## src/rtl/apb_req_arbiter.sv

```systemverilog
// -----------------------------------------------------------------------------
// apb_req_arbiter
//
// Round-robin arbiter in front of the single command port of apb_bridge.
// Up to NUM_REQ requesters (CPU port, DMA engines) raise a request level with
// their transfer fields; one transfer at a time is granted, strobed into the
// bridge, and completed with a one-cycle one-hot acknowledge carrying the read
// data and error status. A watchdog aborts transfers whose ready never comes.
//
// Parameters
//   NUM_REQ     number of requesters (2..8)
//   ADDR_WIDTH  bridge address width
//   DATA_WIDTH  bridge data width
//   TIMEOUT     WAIT_RDY cycles allowed before abort (>= 2)
//
// Ports
//   clk        in   clock, rising edge
//   rst        in   asynchronous active-high reset
//   req        in   per-requester request level
//   req_wr     in   per-requester write (1) / read (0)
//   req_dsel   in   per-requester size: 00 word, 01 half, 10 byte, 11 illegal
//   req_addr   in   per-requester address, packed NUM_REQ x ADDR_WIDTH
//   req_wdata  in   per-requester write data, packed NUM_REQ x DATA_WIDTH
//   ack        out  one-hot, one-cycle completion pulse
//   rsp_rdata  out  read data, valid with ack and then held
//   rsp_err    out  error flag, valid with ack and then held
//   grant_id   out  index of the current or last winner
//   busy       out  high whenever the arbiter is not idle
//   m_trnsfr   out  one-cycle bridge transfer strobe
//   m_wr       out  bridge direction
//   m_dsel     out  bridge size select
//   m_addr     out  bridge address
//   m_wdata    out  bridge write data
//   m_ready    in   bridge completion (high one or more cycles)
//   m_rdata    in   bridge read data, valid with m_ready
//   m_slverr   in   bridge slave error, valid with m_ready
// -----------------------------------------------------------------------------
module apb_req_arbiter #(
  parameter int NUM_REQ    = 4,
  parameter int ADDR_WIDTH = 32,
  parameter int DATA_WIDTH = 32,
  parameter int TIMEOUT    = 16,
  localparam int IDW       = (NUM_REQ > 1) ? $clog2(NUM_REQ) : 1,
  localparam int TW        = (TIMEOUT > 1) ? $clog2(TIMEOUT) : 1
) (
  input  logic                           clk,
  input  logic                           rst,
  input  logic [NUM_REQ-1:0]             req,
  input  logic [NUM_REQ-1:0]             req_wr,
  input  logic [2*NUM_REQ-1:0]           req_dsel,
  input  logic [ADDR_WIDTH*NUM_REQ-1:0]  req_addr,
  input  logic [DATA_WIDTH*NUM_REQ-1:0]  req_wdata,
  output logic [NUM_REQ-1:0]             ack,
  output logic [DATA_WIDTH-1:0]          rsp_rdata,
  output logic                           rsp_err,
  output logic [IDW-1:0]                 grant_id,
  output logic                           busy,
  output logic                           m_trnsfr,
  output logic                           m_wr,
  output logic [1:0]                     m_dsel,
  output logic [ADDR_WIDTH-1:0]          m_addr,
  output logic [DATA_WIDTH-1:0]          m_wdata,
  input  logic                           m_ready,
  input  logic [DATA_WIDTH-1:0]          m_rdata,
  input  logic                           m_slverr
);

  typedef enum logic [2:0] {
    S_IDLE     = 3'd0,
    S_ISSUE    = 3'd1,
    S_WAIT_RDY = 3'd2,
    S_RELEASE  = 3'd3,
    S_RESP_ERR = 3'd4
  } state_t;

  // ---------------------------------------------------------------------------
  // Helpers
  // ---------------------------------------------------------------------------

  // Round-robin pick: returns {found, index}. Candidates are scanned from the
  // farthest (ptr + NUM_REQ - 1) to the nearest (ptr), so the requester closest
  // to the pointer overwrites all others and wins.
  function automatic logic [IDW:0] rr_pick(input logic [NUM_REQ-1:0] r,
                                           input logic [IDW-1:0]     p);
    logic           found;
    logic [IDW-1:0] idx;
    int             c;
    found = 1'b0;
    idx   = {IDW{1'b0}};
    for (int k = NUM_REQ - 1; k >= 0; k--) begin
      c = (int'(p) + k) % NUM_REQ;
      if (r[IDW'(c)]) begin
        found = 1'b1;
        idx   = IDW'(c);
      end else begin
        found = found;
        idx   = idx;
      end
    end
    return {found, idx};
  endfunction

  // Pointer value after serving requester g (wraps modulo NUM_REQ).
  function automatic logic [IDW-1:0] next_ptr(input logic [IDW-1:0] g);
    logic [IDW-1:0] n;
    if (g == IDW'(NUM_REQ - 1)) begin
      n = {IDW{1'b0}};
    end else begin
      n = g + IDW'(1);
    end
    return n;
  endfunction

  // One-hot acknowledge vector for requester g.
  function automatic logic [NUM_REQ-1:0] onehot(input logic [IDW-1:0] g);
    logic [NUM_REQ-1:0] v;
    v    = {NUM_REQ{1'b0}};
    v[g] = 1'b1;
    return v;
  endfunction

  // ---------------------------------------------------------------------------
  // Registers
  // ---------------------------------------------------------------------------
  state_t                 state_r;
  logic [IDW-1:0]         ptr_r;
  logic [TW-1:0]          timer_r;
  logic [NUM_REQ-1:0]     ack_r;
  logic [DATA_WIDTH-1:0]  rsp_rdata_r;
  logic                   rsp_err_r;
  logic [IDW-1:0]         grant_id_r;
  logic                   busy_r;
  logic                   m_trnsfr_r;
  logic                   m_wr_r;
  logic [1:0]             m_dsel_r;
  logic [ADDR_WIDTH-1:0]  m_addr_r;
  logic [DATA_WIDTH-1:0]  m_wdata_r;

  // ---------------------------------------------------------------------------
  // Request field unpacking and winner selection
  // ---------------------------------------------------------------------------
  logic [1:0]             dsel_a_s  [NUM_REQ];
  logic [ADDR_WIDTH-1:0]  addr_a_s  [NUM_REQ];
  logic [DATA_WIDTH-1:0]  wdata_a_s [NUM_REQ];

  for (genvar g = 0; g < NUM_REQ; g++) begin : g_unpack
    assign dsel_a_s[g]  = req_dsel[2*g +: 2];
    assign addr_a_s[g]  = req_addr[ADDR_WIDTH*g +: ADDR_WIDTH];
    assign wdata_a_s[g] = req_wdata[DATA_WIDTH*g +: DATA_WIDTH];
  end

  logic [IDW:0]   pick_s;
  logic           win_found_s;
  logic [IDW-1:0] win_idx_s;

  // Combinational round-robin search over the live request levels.
  always_comb begin
    pick_s      = rr_pick(req, ptr_r);
    win_found_s = pick_s[IDW];
    win_idx_s   = pick_s[IDW-1:0];
  end

  // ---------------------------------------------------------------------------
  // Control FSM with registered outputs
  // ---------------------------------------------------------------------------

  // Transfer sequencing, bridge command registers and requester response.
  always_ff @(posedge clk or posedge rst) begin
    if (rst) begin
      state_r     <= S_IDLE;
      ptr_r       <= {IDW{1'b0}};
      timer_r     <= {TW{1'b0}};
      ack_r       <= {NUM_REQ{1'b0}};
      rsp_rdata_r <= {DATA_WIDTH{1'b0}};
      rsp_err_r   <= 1'b0;
      grant_id_r  <= {IDW{1'b0}};
      busy_r      <= 1'b0;
      m_trnsfr_r  <= 1'b0;
      m_wr_r      <= 1'b0;
      m_dsel_r    <= 2'b00;
      m_addr_r    <= {ADDR_WIDTH{1'b0}};
      m_wdata_r   <= {DATA_WIDTH{1'b0}};
    end else begin
      // Pulse outputs default low; states below raise them for one cycle.
      ack_r      <= {NUM_REQ{1'b0}};
      m_trnsfr_r <= 1'b0;
      case (state_r)
        S_IDLE: begin
          if (win_found_s) begin
            // Latch the winner's fields now; they stay put until the next
            // grant so the bridge sees a stable command for the whole access.
            grant_id_r <= win_idx_s;
            m_wr_r     <= req_wr[win_idx_s];
            m_dsel_r   <= dsel_a_s[win_idx_s];
            m_addr_r   <= addr_a_s[win_idx_s];
            m_wdata_r  <= wdata_a_s[win_idx_s];
            busy_r     <= 1'b1;
            if (dsel_a_s[win_idx_s] == 2'b11) begin
              state_r <= S_RESP_ERR;
            end else begin
              // Strobe is registered here so it is high exactly while in ISSUE.
              m_trnsfr_r <= 1'b1;
              state_r    <= S_ISSUE;
            end
          end else begin
            busy_r  <= 1'b0;
            state_r <= S_IDLE;
          end
        end

        S_ISSUE: begin
          timer_r <= {TW{1'b0}};
          state_r <= S_WAIT_RDY;
        end

        S_WAIT_RDY: begin
          if (m_ready) begin
            // Ready takes priority over a watchdog expiry in the same cycle.
            if (!m_wr_r) begin
              rsp_rdata_r <= m_rdata;
            end else begin
              rsp_rdata_r <= rsp_rdata_r;
            end
            rsp_err_r <= m_slverr;
            ack_r     <= onehot(grant_id_r);
            ptr_r     <= next_ptr(grant_id_r);
            state_r   <= S_RELEASE;
          end else if (timer_r == TW'(TIMEOUT - 1)) begin
            // Watchdog abort: read data is left as it was.
            rsp_err_r <= 1'b1;
            ack_r     <= onehot(grant_id_r);
            ptr_r     <= next_ptr(grant_id_r);
            busy_r    <= 1'b0;
            state_r   <= S_IDLE;
          end else begin
            timer_r <= timer_r + TW'(1);
          end
        end

        S_RELEASE: begin
          // Hold off the next strobe until the bridge drops ready.
          if (!m_ready) begin
            busy_r  <= 1'b0;
            state_r <= S_IDLE;
          end else begin
            state_r <= S_RELEASE;
          end
        end

        S_RESP_ERR: begin
          // Illegal size: answer with an error, never touch the bridge.
          rsp_err_r <= 1'b1;
          ack_r     <= onehot(grant_id_r);
          ptr_r     <= next_ptr(grant_id_r);
          busy_r    <= 1'b0;
          state_r   <= S_IDLE;
        end

        default: begin
          busy_r  <= 1'b0;
          state_r <= S_IDLE;
        end
      endcase
    end
  end

  // ---------------------------------------------------------------------------
  // Output ports
  // ---------------------------------------------------------------------------
  assign ack       = ack_r;
  assign rsp_rdata = rsp_rdata_r;
  assign rsp_err   = rsp_err_r;
  assign grant_id  = grant_id_r;
  assign busy      = busy_r;
  assign m_trnsfr  = m_trnsfr_r;
  assign m_wr      = m_wr_r;
  assign m_dsel    = m_dsel_r;
  assign m_addr    = m_addr_r;
  assign m_wdata   = m_wdata_r;

endmodule

```

## config.mk

```make
export PLATFORM = sky130hd
export DESIGN_NAME = apb_req_arbiter
export DESIGN_NICKNAME = d
export VERILOG_FILES = /design/src/rtl/apb_req_arbiter.sv
export SDC_FILE = /design/constraint.sdc
export NUM_CORES = 1
export LEC_CHECK = 0
export CAP_MARGIN = 10
export CORE_AREA = 4 4 159 161
export CTS_CLUSTER_SIZE = 8
export DETAILED_ROUTE_END_ITERATION = 16
export DIE_AREA = 0 0 163 165
export PLACE_DENSITY = 0.75
export SYNTH_ARGS = -nofsm -noshare
export SYNTH_HDL_FRONTEND = slang
export SYNTH_SLANG_ARGS = --single-unit
export TNS_END_PERCENT = 100
```

## constraint.sdc

```tcl
create_clock -name clk -period 5.6 [get_ports clk]
set_input_delay 1.68 -clock clk [delete_from_list [all_inputs] [get_ports clk]]
set_output_delay 1.68 -clock clk [all_outputs]
set_load 0.02 [all_outputs]
```

==> Changelog: implementation, run 1 <==
## Flow update

* CORE AREA at 24,000 um2
* Worst setup margin at 1050 ps
* Mean Syn Cell Area at 9.45 um2
* Final hold slack at 473 ps
* Post-synth cell types at 38
* Post-CTS setup buffer count at 0
* Setup TNS at 0 ps
* Crit-path cells: clkdlybuf4s50_1 -> nor2b_1 -> or4_2 -> buf_4 -> and2_2 -> buf_4 -> nand2_1 -> a311oi_1 -> a21o_1
* Design Area, Final at 11,600 um2
* Hold Vio Cnt, Final at 0
* Largest net degree at the start of global routing at 72
* Cell count after synthesis at 707
* Syn Nets at 1,020
* Startpoint types: input port
* Leakage at 5.10 nW
* Arr. time, crit path at 4890 ps
* Ys async rst share at 100%
* Post-CTS Resized at 0
* Tool warnings at 29
* Die height at 165 um
* Endpoint class of the critical path: register
* Worst endpoint required time at 5940 ps
* Slew headroom at 39.1%
* Dominant register cell: dfrtp_1
* I/O Pins at 416
* H-tree Lvls at 4
* Clock power frac at 18.8%
* Final Util at 48.5%
* Reg2Reg Depth at 8
* Clock tree buffer depth at 2
* CP max stage delay at 820 ps
* RSZ-0062 raised after global routing: no
* R2R Path End: m_wdata[30]
* GRT Total Usage at 18.4%
* Port Buffer Count at 415
* Fp util at 27.9%
* DP Cell Count at 1,386
* VDD IR max at 0.223 mV
* Synth warn at 0
* Fillcell total at 2,268
* Antenna violations before repair at 1
* Vias in the first global route at 7,238
* Gpl congestion at 0.821
* Least-Margin Pin Slew at 914 ps
* # nets final at 1,394
* Max Cap Viol at 0
* Post-synth top area cell: dfrtp_1
* EDFF count, synth at 0
* CTS sink cnt at 117
* CP Launch Point: req[0]
* Setup Viol. Count Final at 0
* Number of DRC markers in iteration 0 at 430
* XOR/XNOR Fraction of Synth Area at 0%
* Row cnt at 57
* Vias after detailed routing at 7,250
* Logic family by area: AND-OR/OR-AND gates
* CTS Hold Bufs at 0
* Most instantiated logic cell after routing: clkdlybuf4s50_1
* Syn-to-layout area delta at 74.1%
* Worst hold path cell count at 1
* Worst Hold Launch: m_wdata[31]
* DRC Markers at 0
* Pwr/cell area at 516 nW/um2
* Final cell count without fillers at 1,418
* Final Power at 6.00 mW
* Worst Skew at 11.5 ps
* Logic pwr share at 55.8%
* Mux cell area share after synthesis at 5.90%
* Sequential share of power at 25.3%
* Status: finished, final reports clean
* Hold worst-path end: m_wdata[31]
* Clock Tree Root: clkbuf_16
* Ys cells at 707
* CP max stage cell: and2_2
* CTS tree: yes
* Post-route ant nets at 0
* Die Wd at 163 um
* R2R Setup Slk at 2480 ps
* Top logic cells by instance count in the layout: clkdlybuf4s50_1, nand2_1, dfrtp_1, and3_1
* Final Cycle Share at 81.2%
* Post-synth seq share at 43.8%
* Synth area leaders: dfrtp_1, a311oi_1, nand2_1
* Fmax at 220 MHz
* Share of layout cells above drive strength 1 at 8.23%
* Remaining global-route overflow at 0
* Post-Synth Simple-Gate Area at 17.5%
run 1: layer usage:
metal / track usage (%) / wire [um] / vias up / share of wire [%]
met3: 6.71 / 2680 / 49 / 10
met5: 0 / 0 / - / 0
met1: 21.0 / 10000 / 3467 / 38
met4: 6.37 / 665 / 0 / 2.5
li1: - / - / 3378 / -
met2: 32.0 / 13200 / 356 / 50
run 1: worst max-delay path, delay by kind of cell:
family                 cells  cell delay (ps)
buffers and inverters      3             1310
AOI/OAI and AO/OA          2              530
and+or+nand+nor            4             1310
run 1: layout make-up:
class,instances,share of cell area [%]
sequential,117,25.2
multi-input combinational,510,29.0
clock buffer,18,3.78
clock inverter,14,1.41
tap,324,3.48
timing repair buffer,428,36.9
inverter,7,0.247
run 1: power by group through the flow:
| stage | Clock, mW | Combinational (mW) | Sequential, mW |
|---|---|---|---|
| 2_1_floorplan | 0 | 1.54 | 1.95 |
| 3_3_place_gp | 0 | 3.33 | 1.52 |
| 3_5_place_dp | 0 | 3.38 | 1.53 |
| 4_1_cts | 1.16 | 3.39 | 1.52 |
| 5_1_grt | 1.21 | 3.61 | 1.58 |
| 6_report | 1.13 | 3.35 | 1.52 |
run 1: synthesized netlist by cell type (5+ instances only):
master,instances
a21o_1,66
ha_1,5
a211oi_1,66
nor2_1,13
inv_1,7
buf_2,12
mux2_2,35
dfrtp_1,117
clkbuf_1,47
o21ai_0,5
and2_1,6
a311oi_1,65
buf_4,7
nand2_1,141
buf_6,7
a21oi_1,5
and3_1,67
run 1: registers in the layout, summed over array words and instances (netlist names):
name,cells
rsp_err,1
m_wr,1
busy,1
m_dsel,2
m_trnsfr,1
ack,4
state_r,3
m_addr,32
grant_id,2
m_wdata,32
timer_r,4
ptr_r,2
rsp_rdata,32
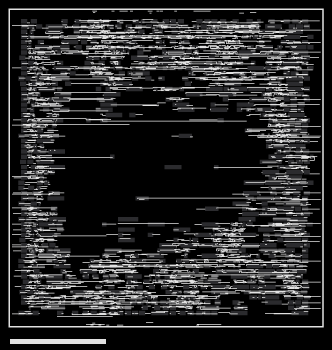
run_1/met1.png
The bar under the picture is 50 um long.
nets with wire on the layer: 1,189
share of all routed wire: 38%
main direction: horizontal
wire length on this layer: 10,000 um
longest straight run: 75.4 um

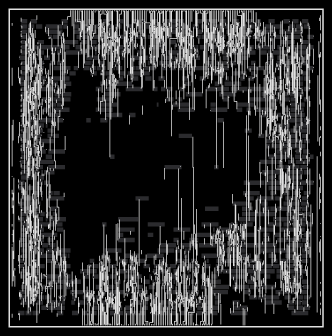
run_1/met2.png
share of all routed wire: 50%
nets with wire on the layer: 1,210
main direction: vertical

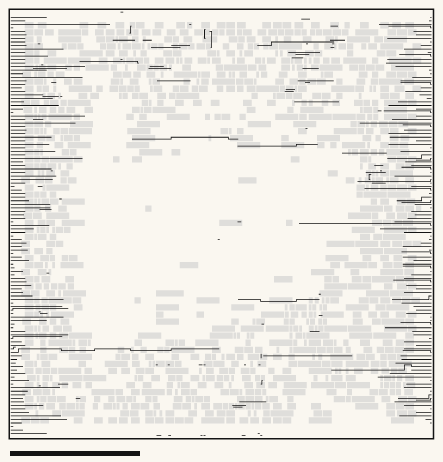
run_1/met3.png
The bar under the picture is 50 um long.
longest straight run: 50.6 um
main direction: horizontal
wire length on this layer: 2,680 um
nets with wire on the layer: 282
share of all routed wire: 10%

==> inputs of run 2 (changes only) <==
==> constraint.sdc (replaced) <==
create_clock -name clk -period 4.49 [get_ports clk]
set_input_delay 1.347 -clock clk [delete_from_list [all_inputs] [get_ports clk]]
set_output_delay 1.347 -clock clk [all_outputs]
set_load 0.02 [all_outputs]
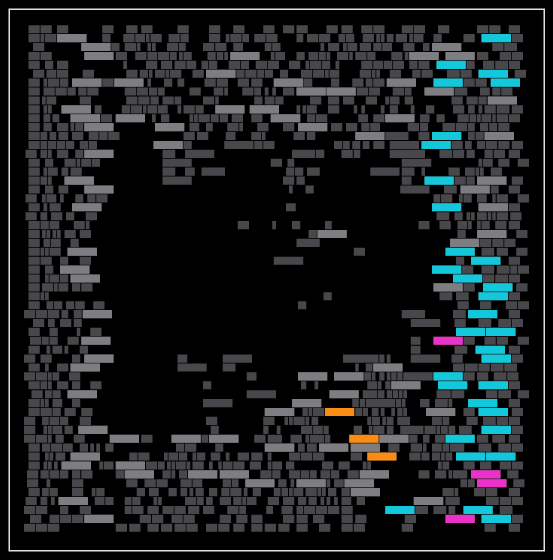
run_2/registers.png
Other sequential cells in the stronger grey, the rest of the logic in the fainter grey.
| netlist name | colour | placed flops |
|---|---|---|
| `state_r` | orange | 3 |
| `rsp_rdata` | cyan | 32 |
| `ack` | magenta | 4 |
not coloured: 78

==> run 2 against run 1 <==
Against the previous run: worst setup slack got worse by 280 ps; first-iteration DRC count increased by 22%; critical path type unchanged; clock skew decreased by 0.79 ps; routed wire length increased by 1.7%; highest routed layer unchanged; critical path depth decreased by 1.
==> Changelog: implementation, run 2 <==
## Flow update

* Status: finished, final reports clean (unchanged)
* Pwr/cell area at 646 nW/um2 (was 516 nW/um2)
* CORE AREA at 24,000 um2 (unchanged)
* CTS tree: yes (unchanged)
* Die Wd at 163 um (unchanged)
* Clock power frac at 18.8% (about the same)
* Vias after detailed routing at 7,323 (was 7,250)
* Worst endpoint required time at 4800 ps (was 5940 ps)
* Share of layout cells above drive strength 1 at 9.14% (was 8.23%)
* Number of DRC markers in iteration 0 at 526 (was 430)
* Endpoint class of the critical path: register (unchanged)
* Least-Margin Pin Slew at 767 ps (was 914 ps)
* P_comb at 4.27 mW (was 3.35 mW)
* Post-synth top area cell: dfrtp_1 (unchanged)
* Row cnt at 57 (unchanged)
* Max power group: combinational cells (unchanged)
* Port Buffer Count at 415 (unchanged)
* CTS Hold Bufs at 0 (unchanged)
* I/O Pins at 416 (unchanged)
* H-tree Lvls at 4 (unchanged)
* Clock Tree Root: clkbuf_16 (unchanged)
* Setup TNS at 0 ps (unchanged)
* DRC Markers at 0 (unchanged)
* Max Cap Viol at 0 (unchanged)
* Hold Vio Cnt, Final at 0 (unchanged)
* P_seq at 1.90 mW (was 1.52 mW)
* Post-route ant nets at 0 (unchanged)
* Synth warn at 0 (unchanged)
* Dominant register cell: dfrtp_1 (unchanged)
* Largest net degree at the start of global routing at 81 (was 72)
* Worst hold path cell count at 1 (unchanged)
* Top logic cells by instance count in the layout: clkdlybuf4s50_1, nand2_1, dfrtp_1, and3_1 (unchanged)
* Slew headroom at 48.8% (was 39.1%)
* Top-count cell post-synth: nand2_1 (unchanged)
* Startpoint types: input port (unchanged)
* Remaining global-route overflow at 0 (unchanged)
* Synth top cells by count: nand2_1, dfrtp_1, and3_1 (unchanged)
* Fp util at 27.9% (unchanged)
* Fmax at 269 MHz
* Reg2Reg Depth at 6 (was 8)
* RSZ-0062 raised after global routing: no (unchanged)
* Die height at 165 um (unchanged)
* Final Cycle Share at 82.8%
* Setup Viol. Count Final at 0 (unchanged)
* Sequential share of power at 25.1% (was 25.3%)
* Final hold slack at 472 ps (was 473 ps)
* # nets final at 1,405 (was 1,394)
* Post-CTS Resized at 0 (unchanged)
* Antenna violations before repair at 0 (was 1)
* Mean Syn Cell Area at 9.45 um2 (unchanged)
* Cell count after synthesis at 707 (unchanged)
* Post-synth seq share at 43.8% (unchanged)
* Post-CTS setup buffer count at 0 (unchanged)
* Arr. time, crit path at 4030 ps (was 4890 ps)
* R2R Setup Slk at 1890 ps (was 2480 ps)
* Ys cells at 707 (unchanged)
* Fillcell total at 2,260 (was 2,268)
* Ys async rst share at 100% (unchanged)
* Worst Skew at 10.7 ps (was 11.5 ps)
* VDD IR max at 0.315 mV (was 0.223 mV)
* Vias in the first global route at 7,266 (was 7,238)
* Clock tree buffer depth at 2 (unchanged)
* GRT Total Usage at 18.8% (was 18.4%)
* Power in the clock group at 1.42 mW (was 1.13 mW)
* CTS sink cnt at 117 (unchanged)
* Gpl congestion at 0.836 (was 0.821)
* Most instantiated logic cell after routing: clkdlybuf4s50_1 (unchanged)
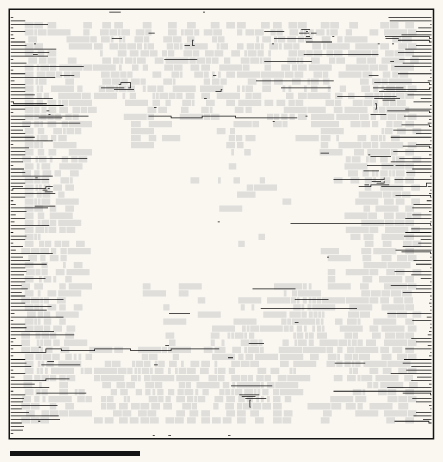
run_2/met3.png
The bar under the picture is 50 um long.
nets with wire on the layer: 292
longest straight run: 53.8 um
main direction: horizontal

run 2: cell count changes in the layout (fill, tap and decap cells not counted), sizes merged:
| cell | delta |
|---|---|
| inv | +3 |
| clkinv | -3 |
| clkinvlp | +1 |
| buf | +11 |
| clkbuf | -1 |
run 2: path summary, 6_finish.rpt:
check | endpoint | startpoint
min in group asynchronous | rsp_rdata[29] | rst
min | m_wdata[23] | m_wdata[23]
max in group asynchronous | m_wdata[3] | rst
max reg2reg | m_addr[27] | ptr_r[1]
min reg2reg | m_wdata[23] | m_wdata[23]
max | m_addr[27] | req[3]
run 2: area by class of cell:
type,instances,share of cell area (%)
clock buffers,17,3.62
clock inverters,15,1.55
inverters,7,0.245
multi-input cells,510,28.7
flip-flops and latches,117,24.9
well taps,324,3.45
repair buffers,439,37.5
run 2: cell families after synthesis:
group	after synthesis	share of synthesized area, %
AND/OR/NAND/NOR	248	17.5
flip-flops	117	43.8
buffers and inverters	80	5.90
multiplexers	35	5.90
AND-OR/OR-AND	222	26.0
adder cells (fa/ha/maj)	5	0.936
run 2: worst max-delay path, stage by stage:
cell and delay [ps]:
clkdlybuf4s50_1 540, nor2_1 100, or4b_2 870, and2_2 480
buf_4 290, nand2_1 80, a311oi_1 100, a21o_1 200
run 2: layer usage:
metal,vias up,track usage (%),routed length (um)
li1,3409,-,-
met1,3494,21.4,10300
met2,375,33.2,13500
met3,45,6.16,2550
met4,0,6.86,728
met5,-,0,0
run 2: metrics by stage:
stage | std cells | total power [mW]
global route | 1429 | 8.08
detailed placement | 1397 | 6.22
finish | 1429 | 7.60
global placement | 1397 | 6.13
floorplan | 707 | 4.36
CTS | 1429 | 7.68
Power figures rest on the tool's default switching activity, not on a simulated workload.
